### src/rtl/alu_pkg.sv
// Shared constants and types for the LC3 execute-stage ALU.
package alu_pkg;

  localparam logic [3:0] ALU_ADD = 4'b0000;
  localparam logic [3:0] ALU_AND = 4'b0001;
  localparam logic [3:0] ALU_NOT = 4'b0100;
  localparam logic [3:0] ALU_MUL = 4'b0101;
  localparam logic [3:0] ALU_SL  = 4'b0110;
  localparam logic [3:0] ALU_SR  = 4'b0111;

  localparam logic [2:0] NZP_RST = 3'b010;

  typedef enum logic [1:0] {
    ST_IDLE  = 2'd0,
    ST_MUL   = 2'd1,
    ST_SHIFT = 2'd2
  } state_e;

endpackage

### src/rtl/alu_iter_unit.sv
// Iterative MUL (shift-add, LSB first) and one-bit-per-cycle shift engine.
module alu_iter_unit
  import alu_pkg::*;
#(
  parameter int unsigned WIDTH = 16
) (
  input  logic             clk,
  input  logic             rst,
  input  logic             launch_i,
  input  logic             mul_i,
  input  logic             left_i,
  input  logic [WIDTH-1:0] a_i,
  input  logic [WIDTH-1:0] b_i,
  input  logic [3:0]       amount_i,
  output logic             busy_o,
  output logic             fin_c,
  output logic [WIDTH-1:0] res_c
);

  localparam int unsigned CNT_W = $clog2(WIDTH + 1);

  state_e           state_q;
  logic [CNT_W-1:0] cnt_q;
  logic [WIDTH-1:0] acc_q;
  logic [WIDTH-1:0] opa_q;
  logic [WIDTH-1:0] opb_q;
  logic             left_q;

  logic [WIDTH-1:0] acc_d;
  logic [WIDTH-1:0] shift_d;

  // Next accumulator / shifted operand; the final step's value is the result.
  always_comb begin
    acc_d   = acc_q + (opb_q[0] ? opa_q : '0);
    shift_d = left_q ? {opa_q[WIDTH-2:0], 1'b0} : {1'b0, opa_q[WIDTH-1:1]};
  end

  assign busy_o = (state_q != ST_IDLE);
  assign fin_c  = (state_q != ST_IDLE) && (cnt_q == CNT_W'(1));
  assign res_c  = (state_q == ST_MUL) ? acc_d : shift_d;

  always_ff @(posedge clk or posedge rst) begin
    if (rst) begin
      state_q <= ST_IDLE;
      cnt_q   <= '0;
      acc_q   <= '0;
      opa_q   <= '0;
      opb_q   <= '0;
      left_q  <= 1'b0;
    end else begin
      case (state_q)
        ST_IDLE: begin
          if (launch_i) begin
            opa_q <= a_i;
            if (mul_i) begin
              state_q <= ST_MUL;
              cnt_q   <= CNT_W'(WIDTH);
              acc_q   <= '0;
              opb_q   <= b_i;
            end else begin
              state_q <= ST_SHIFT;
              cnt_q   <= CNT_W'(amount_i);
              left_q  <= left_i;
            end
          end
        end
        ST_MUL: begin
          acc_q <= acc_d;
          opa_q <= {opa_q[WIDTH-2:0], 1'b0};
          opb_q <= {1'b0, opb_q[WIDTH-1:1]};
          cnt_q <= cnt_q - CNT_W'(1);
          if (cnt_q == CNT_W'(1)) state_q <= ST_IDLE;
        end
        ST_SHIFT: begin
          opa_q <= shift_d;
          cnt_q <= cnt_q - CNT_W'(1);
          if (cnt_q == CNT_W'(1)) state_q <= ST_IDLE;
        end
        default: state_q <= ST_IDLE;
      endcase
    end
  end

endmodule

### src/rtl/alu_execute.sv
// LC3 execute-stage ALU: single-cycle ADD/AND/NOT, iterative MUL/SL/SR,
// START/BUSY/DONE handshake with registered RESULT and condition codes.
module alu_execute
  import alu_pkg::*;
#(
  parameter int unsigned WIDTH = 16
) (
  input  logic             CLK,
  input  logic             RESET,
  input  logic             START,
  input  logic [3:0]       ALU_CONTROL,
  input  logic             IS_IMMEDIATE,
  input  logic [WIDTH-1:0] SRC_A,
  input  logic [WIDTH-1:0] SRC_B,
  input  logic [4:0]       IMM5,
  output logic [WIDTH-1:0] RESULT,
  output logic [2:0]       NZP,
  output logic             BUSY,
  output logic             DONE,
  output logic             ILLEGAL
);

  logic [WIDTH-1:0] result_q, result_d;
  logic [2:0]       nzp_q, nzp_d;
  logic             done_q, done_d;
  logic             illegal_q, illegal_d;

  logic [WIDTH-1:0] op_b;
  logic             launch;
  logic             iter_go;
  logic             iter_busy;
  logic             iter_fin;
  logic [WIDTH-1:0] iter_res;
  logic             wr;
  logic [WIDTH-1:0] wr_val;

  function automatic logic [2:0] nzp_of(input logic [WIDTH-1:0] v);
    if (v == '0)          return 3'b010;
    else if (v[WIDTH-1])  return 3'b100;
    else                  return 3'b001;
  endfunction

  assign op_b   = IS_IMMEDIATE ? {{(WIDTH-5){IMM5[4]}}, IMM5} : SRC_B;
  assign launch = START && !iter_busy;

  alu_iter_unit #(.WIDTH(WIDTH)) u_iter (
    .clk      (CLK),
    .rst      (RESET),
    .launch_i (iter_go),
    .mul_i    (ALU_CONTROL == ALU_MUL),
    .left_i   (ALU_CONTROL == ALU_SL),
    .a_i      (SRC_A),
    .b_i      (op_b),
    .amount_i (op_b[3:0]),
    .busy_o   (iter_busy),
    .fin_c    (iter_fin),
    .res_c    (iter_res)
  );

  // Launch decode, iterative completion and result/flag write-back.
  always_comb begin
    result_d  = result_q;
    nzp_d     = nzp_q;
    done_d    = 1'b0;
    illegal_d = illegal_q;
    iter_go   = 1'b0;
    wr        = 1'b0;
    wr_val    = '0;
    if (iter_fin) begin
      wr     = 1'b1;
      wr_val = iter_res;
    end else if (launch) begin
      illegal_d = 1'b0;
      case (ALU_CONTROL)
        ALU_ADD: begin wr = 1'b1; wr_val = SRC_A + op_b; end
        ALU_AND: begin wr = 1'b1; wr_val = SRC_A & op_b; end
        ALU_NOT: begin wr = 1'b1; wr_val = ~SRC_A;       end
        ALU_MUL: iter_go = 1'b1;
        ALU_SL, ALU_SR: begin
          if (op_b[3:0] == 4'd0) begin
            wr     = 1'b1;
            wr_val = SRC_A;
          end else begin
            iter_go = 1'b1;
          end
        end
        default: begin
          illegal_d = 1'b1;
          done_d    = 1'b1;
        end
      endcase
    end
    if (wr) begin
      result_d = wr_val;
      nzp_d    = nzp_of(wr_val);
      done_d   = 1'b1;
    end
  end

  always_ff @(posedge CLK or posedge RESET) begin
    if (RESET) begin
      result_q  <= '0;
      nzp_q     <= NZP_RST;
      done_q    <= 1'b0;
      illegal_q <= 1'b0;
    end else begin
      result_q  <= result_d;
      nzp_q     <= nzp_d;
      done_q    <= done_d;
      illegal_q <= illegal_d;
    end
  end

  assign RESULT  = result_q;
  assign NZP     = nzp_q;
  assign BUSY    = iter_busy;
  assign DONE    = done_q;
  assign ILLEGAL = illegal_q;

endmodule

### config.mk
export PLATFORM = sky130hd
export DESIGN_NAME = alu_execute
export DESIGN_NICKNAME = d
export VERILOG_FILES = /design/src/rtl/alu_pkg.sv /design/src/rtl/alu_iter_unit.sv /design/src/rtl/alu_execute.sv
export SDC_FILE = /design/constraint.sdc
export NUM_CORES = 1
export LEC_CHECK = 0
export ABC_AREA = 1
export CORE_AREA = 4 4 135 137
export DETAILED_ROUTE_END_ITERATION = 8
export DIE_AREA = 0 0 139 141
export PLACE_DENSITY = 0.57
export SLEW_MARGIN = 40
export SYNTH_ARGS = -nofsm -noshare
export SYNTH_HDL_FRONTEND = slang
export SYNTH_HIERARCHICAL = 1
export SYNTH_SLANG_ARGS = --single-unit
### constraint.sdc
create_clock -name CLK -period 3.1 [get_ports CLK]
set_input_delay 0.93 -clock CLK [delete_from_list [all_inputs] [get_ports CLK]]
set_output_delay 0.93 -clock CLK [all_outputs]
set_load 0.01 [all_outputs]
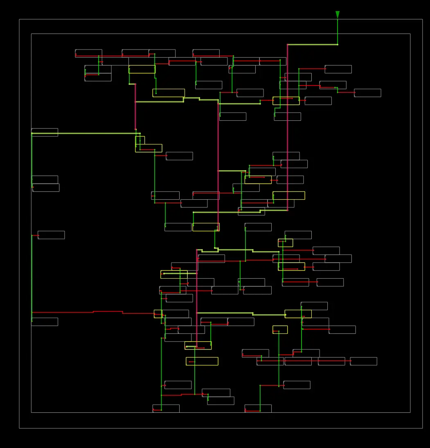
**Above:** run 1 (clock routing).
number of sequential storage elements: 77
clk_buf instances: 11
number of buffers inserted during clock tree synthesis: 9

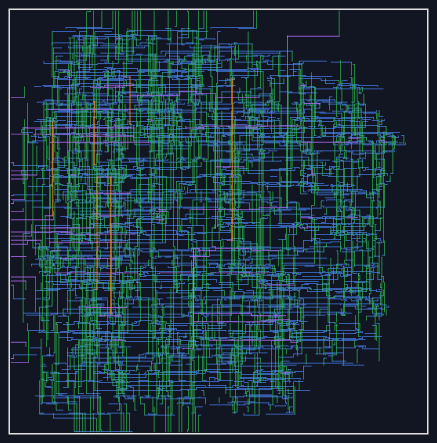
**Above:** run 1 (wiring by layer).
(3 px per um)
- orange: metal 4 (wire length 376 um)
- green: metal 2 (wire length 10200 um)
- blue: metal 1 (wire length 10500 um)
- purple: metal 3 (wire length 869 um)

==> out/qor.json, run 1 <==
{
  "max-clock-path-buffers": {"value": 2},
  "synthesis.nets": {"value": 1151},
  "critical_path.startpoint": {"value": "SRC_A[0]"},
  "taps": {"value": 225},
  "power_density": {"value": 648.4, "unit": "nW/um^2"},
  "num_rows": {"value": 48},
  "grt_util_met2": {"value": 36.74, "unit": "%"},
  "layout.non_clock_buffers": {"value": 183},
  "nets_finish": {"value": 1308},
  "tritoncts_num_sinks": {"value": 77},
  "drt_wl_total": {"value": 21940, "unit": "um"},
  "setup.worst_path.end_class": {"value": "flop"},
  "n_fill_cell": {"value": 1745},
  "worst_setup_path_start_kind": {"value": "primary input"},
  "placed_cells": {"value": 1429},
  "syn-cell-area": {"value": 6701, "unit": "um^2"},
  "power.leakage": {"value": 4.869, "unit": "nW"},
  "top_usage_layer": {"value": "met2"},
  "first_global_vias": {"value": 6878},
  "post_cts_buffers": {"value": 1},
  "dp.final_hpwl": {"value": 16990, "unit": "um"},
  "muxShareOfSynthArea": {"value": 0.1680, "unit": "%"},
  "detail_route.first_pass.iterations": {"value": 5},
  "cts_tree": {"value": "built"},
  "post_cts_hold_buffer_count": {"value": 0},
  "drt-initial-drc-count": {"value": 526},
  "met3_length": {"value": 869, "unit": "um"},
  "htreeDepth": {"value": 3},
  "reg2regPathDepth": {"value": 19},
  "highest-signal-layer": {"value": "met4"},
  "io_pins": {"value": 67},
  "biggestCellCategory": {"value": "multi-input combinational cells"},
  "powerSeq": {"value": 1.68, "unit": "mW"},
  "timing.critical_path.required": {"value": 3.34, "unit": "ns"},
  "drive_above_1_share": {"value": 19.76, "unit": "%"},
  "slew_of_the_pin_with_the_lowest_slew_margin": {"value": 0.5550, "unit": "ns"},
  "yosys.cell_count.top_type": {"value": "sky130_fd_sc_hd__nand2_1"},
  "setup_viol": {"value": 0},
  "maximum_number_of_pins_on_one_net_before_global_route_repair": {"value": 44},
  "sw_frac_of_total": {"value": 40.85, "unit": "%"},
  "powerComb": {"value": 2.97, "unit": "mW"},
  "area_leaders": {"value": "sky130_fd_sc_hd__dfrtp_1, sky130_fd_sc_hd__nand2_1, sky130_fd_sc_hd__inv_1"},
  "finalSetupTns": {"value": 0, "unit": "ns"},
  "syn_inst": {"value": 1068},
  "synthesis.yosys.warnings": {"value": 6},
  "grt_pass1_wl": {"value": 35050, "unit": "um"},
  "final-max-slew-violation-count": {"value": 0},
  "timing.fmax": {"value": 0.3380, "unit": "GHz"},
  "yosys.area_share.simple": {"value": 37.43, "unit": "%"},
  "worstPathCellList": {"value": "clkdlybuf4s50_1, ha_4, inv_4, fa_2, inv_4, nand3_4, nand3_4, nand3_4, nand3_2, nand2_2, nand3_2, nand2_2, a21boi_2, nand2_1, nor2_2, nand3_1, nand2_1, nand2_1"},
  "worst_setup_path_endpoint": {"value": "NZP[0]"},
  "worst_path_dominant_cell_family": {"value": "simple AND/OR/NAND/NOR gates"},
  "clk_share": {"value": 3.921, "unit": "%"},
  "final-seq-area": {"value": 1931, "unit": "um^2"},
  "worst_hold_slack": {"value": 0.4832, "unit": "ns"},
  "mostFrequentLayoutCells": {"value": "sky130_fd_sc_hd__nand2_1, sky130_fd_sc_hd__inv_1, sky130_fd_sc_hd__buf_4"},
  "status": {"value": "finished, final reports clean"},
  "critPathBufInv": {"value": 3},
  "insertedDiodeCount": {"value": 0},
  "synth.cells.most_frequent": {"value": "sky130_fd_sc_hd__nand2_1, sky130_fd_sc_hd__inv_1, sky130_fd_sc_hd__dfrtp_1"},
  "timing_worst_setup_path_type": {"value": "primary input to flop"},
  "slowest_delay": {"value": 0.51, "unit": "ns"},
  "top_power_group": {"value": "combinational logic"},
  "r2r_end": {"value": "NZP[0]"},
  "antenna_found_initial": {"value": 0},
  "report.power.total": {"value": 5.939, "unit": "mW"},
  "area_grow_syn2layout": {"value": 36.67, "unit": "%"},
  "ys_chip_area": {"value": 6701, "unit": "um^2"},
  "post_layout_nonfiller_instances": {"value": 1455},
  "layout_top_cell": {"value": "sky130_fd_sc_hd__nand2_1"},
  "intPower": {"value": 3.513, "unit": "mW"},
  "drt-vias-per-instance": {"value": 4.970},
  "p_seq_share": {"value": 28.4, "unit": "%"},
  "finalHoldViolations": {"value": 0},
  "edf_count": {"value": 0},
  "global_route.usage.met3": {"value": 2.951, "unit": "%"},
  "holdCritStartpoint": {"value": "RESULT[11]"},
  "worst_slack": {"value": 0.1411, "unit": "ns"},
  "irDropWorstVdd": {"value": 0.0003014, "unit": "V"},
  "rrSetupSlack": {"value": 0.27, "unit": "ns"},
  "met2_length": {"value": 10160, "unit": "um"},
  "async_flop_share": {"value": 100.0, "unit": "%"},
  "finish.utilization": {"value": 53.70, "unit": "%"},
  "chip_area": {"value": 19600, "unit": "um^2"},
  "antenna_violating_nets_post_route": {"value": 0},
  "netlist-cell-type-count": {"value": 47},
  "complex_gates_by_area": {"value": 14.36, "unit": "%"},
  "critPathSlowestCell": {"value": "sky130_fd_sc_hd__clkdlybuf4s50_1"},
  "met1Wirelength": {"value": 10530, "unit": "um"},
  "drt-wirelength-per-cell": {"value": 15.08, "unit": "um"},
  "post_synthesis_average_cell_area": {"value": 6.275, "unit": "um^2"},
  "synthXorXnorAreaFrac": {"value": 0.3921, "unit": "%"},
  "min_period": {"value": 2.959, "unit": "ns"},
  "relSlewSlack": {"value": 62.77, "unit": "%"},
  "multi_input_comb_cells": {"value": 809},
  "core_util_floorplan": {"value": 39.29, "unit": "%"},
  "whs_endpoint": {"value": "RESULT[11]"},
  "synth_flops": {"value": 77},
  "p_comb_share": {"value": 50.0, "unit": "%"},
  "cts_resized": {"value": 23},
  "reg2reg_from": {"value": "u_iter/opb_q[0]"},
  "worst_setup_hold_path_clk_slew": {"value": 0.06, "unit": "ns"},
  "placedInstanceArea": {"value": 8309, "unit": "um^2"},
  "non_clock_inverter_count": {"value": 145},
  "synthTopLogicFamily": {"value": "simple AND/OR/NAND/NOR gates"},
  "adder_cell_fraction_of_synth_area": {"value": 7.319, "unit": "%"},
  "netlist.area_leader.share": {"value": 28.38, "unit": "%"},
  "gr-total-overflow": {"value": 0},
  "cp_num_cells": {"value": 18},
  "portBuffers": {"value": 66},
  "worst_ep_arrival_time": {"value": 3.20, "unit": "ns"},
  "maxCapViolations": {"value": 0},
  "dpl_worst_slack": {"value": -0.8318, "unit": "ns"},
  "switchingPower": {"value": 2.426, "unit": "mW"},
  "openroad_warning_count": {"value": 29},
  "synthDominantAreaCellType": {"value": "sky130_fd_sc_hd__dfrtp_1"},
  "hp-class": {"value": "flop to flop"},
  "buffer_area_share": {"value": 17.98, "unit": "%"},
  "worst_hold_path_stage_count": {"value": 2},
  "final-comb-area": {"value": 4387, "unit": "um^2"},
  "seqAreaFraction": {"value": 21.08, "unit": "%"}
}
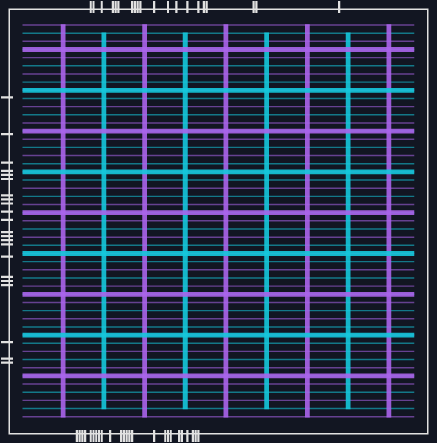
**Above:** run 1 (PDN straps and rails).
(3 px per um) Pins as bars on the die edge.
- cyan: VDD
- purple: VSS
- met5 straps: 9
- signal pins: 67
- met1 rails: 49
core area: 17060 um^2
Die W: 139 um

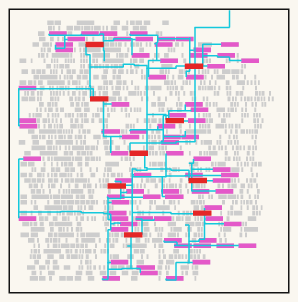
**Above:** run 1 (routed clock nets over the placement).
(2 px per um)
- magenta: flip-flops (count 77)
- red: clock drivers (count 9)
- cyan: clock wires (length 1250 um)
- routed clock nets: 10
clock share of power: 21.6%
worst setup skew after layout: 0.006891 ns
clock network power: 1.28 mW
clock latency at the later pin of the worst-skew pair: 0.35 ns

==> inputs of run 2 (changes only) <==
--- a/config.mk
+++ b/config.mk
@@ -6,6 +6,7 @@
 export NUM_CORES = 1
 export LEC_CHECK = 0
 export ABC_AREA = 1
+export CAP_MARGIN = 20
 export CORE_AREA = 4 4 135 137
 export DETAILED_ROUTE_END_ITERATION = 8
 export DIE_AREA = 0 0 139 141
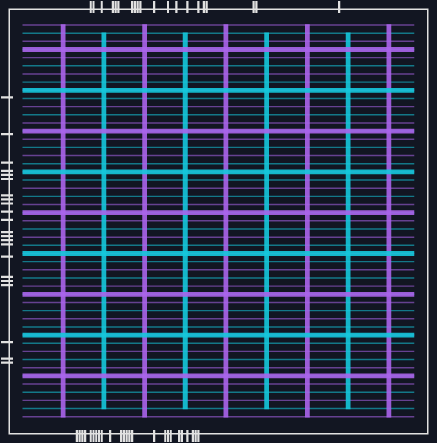
**Above:** run 2 (PDN straps and rails).
(3 px per um) Pins as bars on the die edge.
- purple: VSS
- cyan: VDD
- rows: 48
- met4 straps: 9
- met1 rails: 49

==> run 2 against run 1 <==
  * Cell count is the same
  * Via count stayed put
  * Synthesized cell count did not move
  * Global-route usage is the same
  * Critical path type unchanged
  * Largest cell class unchanged
  * Largest power group unchanged
==> out/qor.json, run 2 <==
{
  "status": {"value": "finished, final reports clean"},
  "irDropWorstVdd": {"value": 0.0003014, "unit": "V"},
  "detail_route.first_pass.iterations": {"value": 5},
  "cts_buffers": {"value": 9},
  "synthesis.nets": {"value": 1151},
  "insertedDiodeCount": {"value": 0},
  "worst_slack": {"value": 0.1411, "unit": "ns"},
  "post_cts_buffers": {"value": 1},
  "finish.utilization": {"value": 53.70, "unit": "%"},
  "biggestCellCategory": {"value": "multi-input combinational cells"},
  "hp-class": {"value": "flop to flop"},
  "cts_resized": {"value": 23},
  "powerSeq": {"value": 1.68, "unit": "mW"},
  "timing_worst_setup_path_type": {"value": "primary input to flop"},
  "synthesis.yosys.warnings": {"value": 6},
  "dp.final_hpwl": {"value": 16990, "unit": "um"},
  "maxCapViolations": {"value": 0},
  "worstPathCellList": {"value": "clkdlybuf4s50_1, ha_4, inv_4, fa_2, inv_4, nand3_4, nand3_4, nand3_4, nand3_2, nand2_2, nand3_2, nand2_2, a21boi_2, nand2_1, nor2_2, nand3_1, nand2_1, nand2_1"},
  "p_comb_share": {"value": 50.0, "unit": "%"},
  "fin_skew": {"value": 0.006891, "unit": "ns"},
  "power_density": {"value": 648.4, "unit": "nW/um^2"},
  "met1Wirelength": {"value": 10530, "unit": "um"},
  "multi_input_comb_cells": {"value": 809},
  "area_leaders": {"value": "sky130_fd_sc_hd__dfrtp_1, sky130_fd_sc_hd__nand2_1, sky130_fd_sc_hd__inv_1"},
  "taps": {"value": 225},
  "cts_tree": {"value": "built"},
  "synthDominantAreaCellType": {"value": "sky130_fd_sc_hd__dfrtp_1"},
  "layout.sequential_cells": {"value": 77},
  "report.power.total": {"value": 5.939, "unit": "mW"},
  "yosys.cell_count.top_type": {"value": "sky130_fd_sc_hd__nand2_1"},
  "htreeDepth": {"value": 3},
  "nets_finish": {"value": 1308},
  "netlist.area_leader.share": {"value": 28.38, "unit": "%"},
  "muxShareOfSynthArea": {"value": 0.1680, "unit": "%"},
  "track_usage": {"value": 22.03, "unit": "%"},
  "grt_util_met2": {"value": 36.74, "unit": "%"},
  "post_synthesis_average_cell_area": {"value": 6.275, "unit": "um^2"},
  "globalRouteMet1Util": {"value": 30.40, "unit": "%"},
  "worst_setup_path_endpoint": {"value": "NZP[0]"},
  "drive_above_1_share": {"value": 19.76, "unit": "%"},
  "intPower": {"value": 3.513, "unit": "mW"},
  "slew_of_the_pin_with_the_lowest_slew_margin": {"value": 0.5550, "unit": "ns"},
  "seqAreaFraction": {"value": 21.08, "unit": "%"},
  "final.clkbuf_count": {"value": 11},
  "holdCritStartpoint": {"value": "RESULT[11]"},
  "gr-total-overflow": {"value": 0},
  "area_grow_syn2layout": {"value": 36.67, "unit": "%"},
  "num_rows": {"value": 48},
  "powerComb": {"value": 2.97, "unit": "mW"},
  "antenna_found_initial": {"value": 0},
  "placed_cells": {"value": 1429},
  "drt-wirelength-per-cell": {"value": 15.08, "unit": "um"},
  "drt_wl_total": {"value": 21940, "unit": "um"},
  "portBuffers": {"value": 66},
  "highest-signal-layer": {"value": "met4"},
  "worst_ep_arrival_time": {"value": 3.20, "unit": "ns"},
  "syn_inst": {"value": 1068},
  "placedInstanceArea": {"value": 8309, "unit": "um^2"},
  "slowest_delay": {"value": 0.51, "unit": "ns"},
  "synth_flops": {"value": 77},
  "cp_num_cells": {"value": 18},
  "r2r_end": {"value": "NZP[0]"},
  "worst_path_dominant_cell_family": {"value": "simple AND/OR/NAND/NOR gates"},
  "netlist-cell-type-count": {"value": 47},
  "met2_length": {"value": 10160, "unit": "um"},
  "grt_pass1_wl": {"value": 35050, "unit": "um"},
  "worst_hold_slack": {"value": 0.4832, "unit": "ns"},
  "whs_endpoint": {"value": "RESULT[11]"},
  "finalSetupTns": {"value": 0, "unit": "ns"},
  "p_seq_share": {"value": 28.4, "unit": "%"},
  "core_util_floorplan": {"value": 39.29, "unit": "%"},
  "die_width": {"value": 139, "unit": "um"},
  "async_flop_share": {"value": 100.0, "unit": "%"},
  "met3_length": {"value": 869, "unit": "um"},
  "maximum_number_of_pins_on_one_net_before_global_route_repair": {"value": 44},
  "buffer_area_share": {"value": 17.98, "unit": "%"},
  "synth.cells.most_frequent": {"value": "sky130_fd_sc_hd__nand2_1, sky130_fd_sc_hd__inv_1, sky130_fd_sc_hd__dfrtp_1"},
  "edf_count": {"value": 0},
  "antenna_violating_nets_post_route": {"value": 0},
  "non_clock_inverter_count": {"value": 145},
  "timing.critical_path.required": {"value": 3.34, "unit": "ns"},
  "fp.coreArea": {"value": 17060, "unit": "um^2"},
  "top_power_group": {"value": "combinational logic"},
  "clk_latency": {"value": 0.35, "unit": "ns"},
  "final-max-slew-violation-count": {"value": 0},
  "critPathSlowestCell": {"value": "sky130_fd_sc_hd__clkdlybuf4s50_1"},
  "clock_power_share": {"value": 21.6, "unit": "%"},
  "yosys.area_share.simple": {"value": 37.43, "unit": "%"},
  "final-comb-area": {"value": 4387, "unit": "um^2"},
  "dpl_worst_slack": {"value": -0.8318, "unit": "ns"},
  "critical_path.startpoint": {"value": "SRC_A[0]"},
  "post_cts_hold_buffer_count": {"value": 0},
  "top_usage_layer": {"value": "met2"},
  "reg2regPathDepth": {"value": 19},
  "openroad_warning_count": {"value": 29},
  "chip_area": {"value": 19600, "unit": "um^2"},
  "tritoncts_num_sinks": {"value": 77},
  "setup.worst_path.end_class": {"value": "flop"},
  "worst_hold_path_stage_count": {"value": 2},
  "worst_setup_hold_path_clk_slew": {"value": 0.06, "unit": "ns"},
  "setup_viol": {"value": 0},
  "power.leakage": {"value": 4.869, "unit": "nW"},
  "complex_gates_by_area": {"value": 14.36, "unit": "%"},
  "syn-cell-area": {"value": 6701, "unit": "um^2"},
  "global_route.usage.met3": {"value": 2.951, "unit": "%"},
  "sw_frac_of_total": {"value": 40.85, "unit": "%"},
  "synthXorXnorAreaFrac": {"value": 0.3921, "unit": "%"},
  "final-seq-area": {"value": 1931, "unit": "um^2"},
  "synthTopLogicFamily": {"value": "simple AND/OR/NAND/NOR gates"},
  "switchingPower": {"value": 2.426, "unit": "mW"},
  "clk-power": {"value": 1.28, "unit": "mW"},
  "mostFrequentLayoutCells": {"value": "sky130_fd_sc_hd__nand2_1, sky130_fd_sc_hd__inv_1, sky130_fd_sc_hd__buf_4"},
  "relSlewSlack": {"value": 62.77, "unit": "%"},
  "max-clock-path-buffers": {"value": 2},
  "min_period": {"value": 2.959, "unit": "ns"},
  "reg2reg_from": {"value": "u_iter/opb_q[0]"}
}
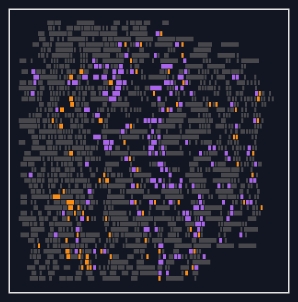
**Above:** run 2 (logic cells by family).
(2 px per um)
- purple: aoi and oai cells (cells 154; most used o21ai_0)
- orange: nor cells (cells 81; most used nor2_1; where all over the die)
share of the final layout cell area in multi-input gates: 47.90%
Post-Layout Cell Count: 1455
most common cell after layout, fill and taps aside: sky130_fd_sc_hd__nand2_1

==> inputs of run 3 (changes only) <==
--- a/config.mk
+++ b/config.mk
@@ -6,6 +6,7 @@
 export NUM_CORES = 1
 export LEC_CHECK = 0
 export ABC_AREA = 1
+export ABC_CLOCK_PERIOD_IN_PS = 3100
 export CAP_MARGIN = 20
 export CORE_AREA = 4 4 135 137
 export DETAILED_ROUTE_END_ITERATION = 8
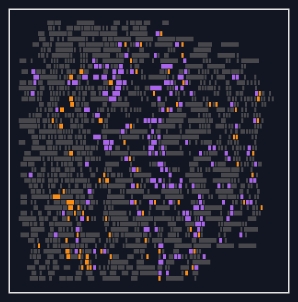
**Above:** run 3 (logic cells by family).
(2 px per um)
- purple: aoi and oai cells (cells 154; most used o21ai_0)
- orange: nor cells (cells 81; most used nor2_1; where all over the die)

==> run 3 against run 2 <==
  * First-iteration DRC count unchanged
  * Worst setup slack unchanged
  * Fmax unchanged
  * Sequential share of layout area unchanged
  * Critical endpoint unchanged
==> out/qor.json, run 3 <==
{
  "status": {"value": "finished, final reports clean"},
  "async_flop_share": {"value": 100.0, "unit": "%"},
  "slowest_delay": {"value": 0.51, "unit": "ns"},
  "cts_buffers": {"value": 9},
  "chip_area": {"value": 19600, "unit": "um^2"},
  "core_util_floorplan": {"value": 39.29, "unit": "%"},
  "n_fill_cell": {"value": 1745},
  "layout.sequential_cells": {"value": 77},
  "gr-total-overflow": {"value": 0},
  "worst_hold_path_stage_count": {"value": 2},
  "first_global_vias": {"value": 6878},
  "ys_chip_area": {"value": 6701, "unit": "um^2"},
  "critPathSlowestCell": {"value": "sky130_fd_sc_hd__clkdlybuf4s50_1"},
  "synth_flops": {"value": 77},
  "worstPathCellList": {"value": "clkdlybuf4s50_1, ha_4, inv_4, fa_2, inv_4, nand3_4, nand3_4, nand3_4, nand3_2, nand2_2, nand3_2, nand2_2, a21boi_2, nand2_1, nor2_2, nand3_1, nand2_1, nand2_1"},
  "biggestCellCategory": {"value": "multi-input combinational cells"},
  "muxShareOfSynthArea": {"value": 0.1680, "unit": "%"},
  "openroad_warning_count": {"value": 29},
  "rrSetupSlack": {"value": 0.27, "unit": "ns"},
  "buffer_area_share": {"value": 17.98, "unit": "%"},
  "hp-class": {"value": "flop to flop"},
  "fp.coreArea": {"value": 17060, "unit": "um^2"},
  "cts_resized": {"value": 23},
  "layout_top_cell": {"value": "sky130_fd_sc_hd__nand2_1"},
  "finish.utilization": {"value": 53.70, "unit": "%"},
  "netlist-cell-type-count": {"value": 47},
  "drive_above_1_share": {"value": 19.76, "unit": "%"},
  "mostFrequentLayoutCells": {"value": "sky130_fd_sc_hd__nand2_1, sky130_fd_sc_hd__inv_1, sky130_fd_sc_hd__buf_4"},
  "seqAreaFraction": {"value": 21.08, "unit": "%"},
  "relSlewSlack": {"value": 62.77, "unit": "%"},
  "r2r_end": {"value": "NZP[0]"},
  "portBuffers": {"value": 66},
  "syn_inst": {"value": 1068},
  "worst_setup_path_start_kind": {"value": "primary input"},
  "global_route.usage.met3": {"value": 2.951, "unit": "%"},
  "post_layout_nonfiller_instances": {"value": 1455},
  "globalRouteMet1Util": {"value": 30.40, "unit": "%"},
  "synthesis.nets": {"value": 1151},
  "powerComb": {"value": 2.97, "unit": "mW"},
  "worst_setup_path_endpoint": {"value": "NZP[0]"},
  "dp.final_hpwl": {"value": 16990, "unit": "um"},
  "complex_gates_by_area": {"value": 14.36, "unit": "%"},
  "top_power_group": {"value": "combinational logic"},
  "worst_slack": {"value": 0.1411, "unit": "ns"},
  "drt-wirelength-per-cell": {"value": 15.08, "unit": "um"},
  "highest-signal-layer": {"value": "met4"},
  "worst_setup_hold_path_clk_slew": {"value": 0.06, "unit": "ns"},
  "p_comb_share": {"value": 50.0, "unit": "%"},
  "antenna_found_initial": {"value": 0},
  "finalSetupTns": {"value": 0, "unit": "ns"},
  "track_usage": {"value": 22.03, "unit": "%"},
  "maxCapViolations": {"value": 0},
  "powerSeq": {"value": 1.68, "unit": "mW"},
  "intPower": {"value": 3.513, "unit": "mW"},
  "setup_viol": {"value": 0},
  "irDropWorstVdd": {"value": 0.0003014, "unit": "V"},
  "io_pins": {"value": 67},
  "adder_cell_fraction_of_synth_area": {"value": 7.319, "unit": "%"},
  "nets_finish": {"value": 1308},
  "synthTopLogicFamily": {"value": "simple AND/OR/NAND/NOR gates"},
  "clock_power_share": {"value": 21.6, "unit": "%"},
  "whs_endpoint": {"value": "RESULT[11]"},
  "synthDominantAreaCellType": {"value": "sky130_fd_sc_hd__dfrtp_1"},
  "holdCritStartpoint": {"value": "RESULT[11]"},
  "clk-power": {"value": 1.28, "unit": "mW"},
  "tritoncts_num_sinks": {"value": 77},
  "worst_ep_arrival_time": {"value": 3.20, "unit": "ns"},
  "maximum_number_of_pins_on_one_net_before_global_route_repair": {"value": 44},
  "worst_hold_slack": {"value": 0.4832, "unit": "ns"},
  "post_cts_buffers": {"value": 1},
  "switchingPower": {"value": 2.426, "unit": "mW"},
  "p_seq_share": {"value": 28.4, "unit": "%"},
  "max-clock-path-buffers": {"value": 2},
  "power_density": {"value": 648.4, "unit": "nW/um^2"},
  "timing.critical_path.required": {"value": 3.34, "unit": "ns"},
  "grt_pass1_wl": {"value": 35050, "unit": "um"},
  "yosys.cell_count.top_type": {"value": "sky130_fd_sc_hd__nand2_1"},
  "multi_input_comb_cells": {"value": 809},
  "drt_wl_total": {"value": 21940, "unit": "um"},
  "setup.worst_path.end_class": {"value": "flop"},
  "netlist.area_leader.share": {"value": 28.38, "unit": "%"},
  "antenna_violating_nets_post_route": {"value": 0},
  "synthesis.yosys.warnings": {"value": 6},
  "critical_path.startpoint": {"value": "SRC_A[0]"},
  "layout.non_clock_buffers": {"value": 183},
  "taps": {"value": 225},
  "final-comb-area": {"value": 4387, "unit": "um^2"},
  "reg2reg_from": {"value": "u_iter/opb_q[0]"},
  "die_width": {"value": 139, "unit": "um"},
  "edf_count": {"value": 0},
  "sw_frac_of_total": {"value": 40.85, "unit": "%"},
  "post_synthesis_average_cell_area": {"value": 6.275, "unit": "um^2"},
  "min_period": {"value": 2.959, "unit": "ns"},
  "synthXorXnorAreaFrac": {"value": 0.3921, "unit": "%"},
  "clk_latency": {"value": 0.35, "unit": "ns"},
  "detail_route.first_pass.iterations": {"value": 5},
  "insertedDiodeCount": {"value": 0},
  "met2_length": {"value": 10160, "unit": "um"},
  "clk_share": {"value": 3.921, "unit": "%"}
}
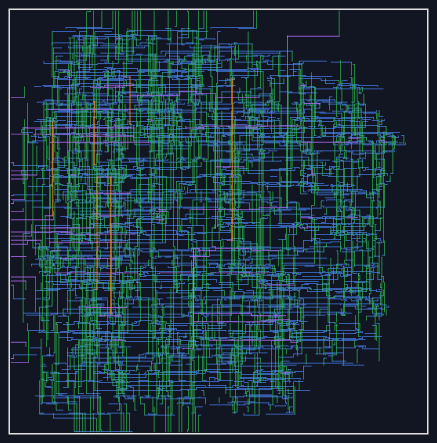
**Above:** run 3 (wiring by layer).
(3 px per um)
- purple: metal 3 (wire length 869 um)
- orange: metal 4 (wire length 376 um)
- green: metal 2 (wire length 10200 um)
- blue: metal 1 (wire length 10500 um)

Power is estimated from default activity; no workload was simulated.
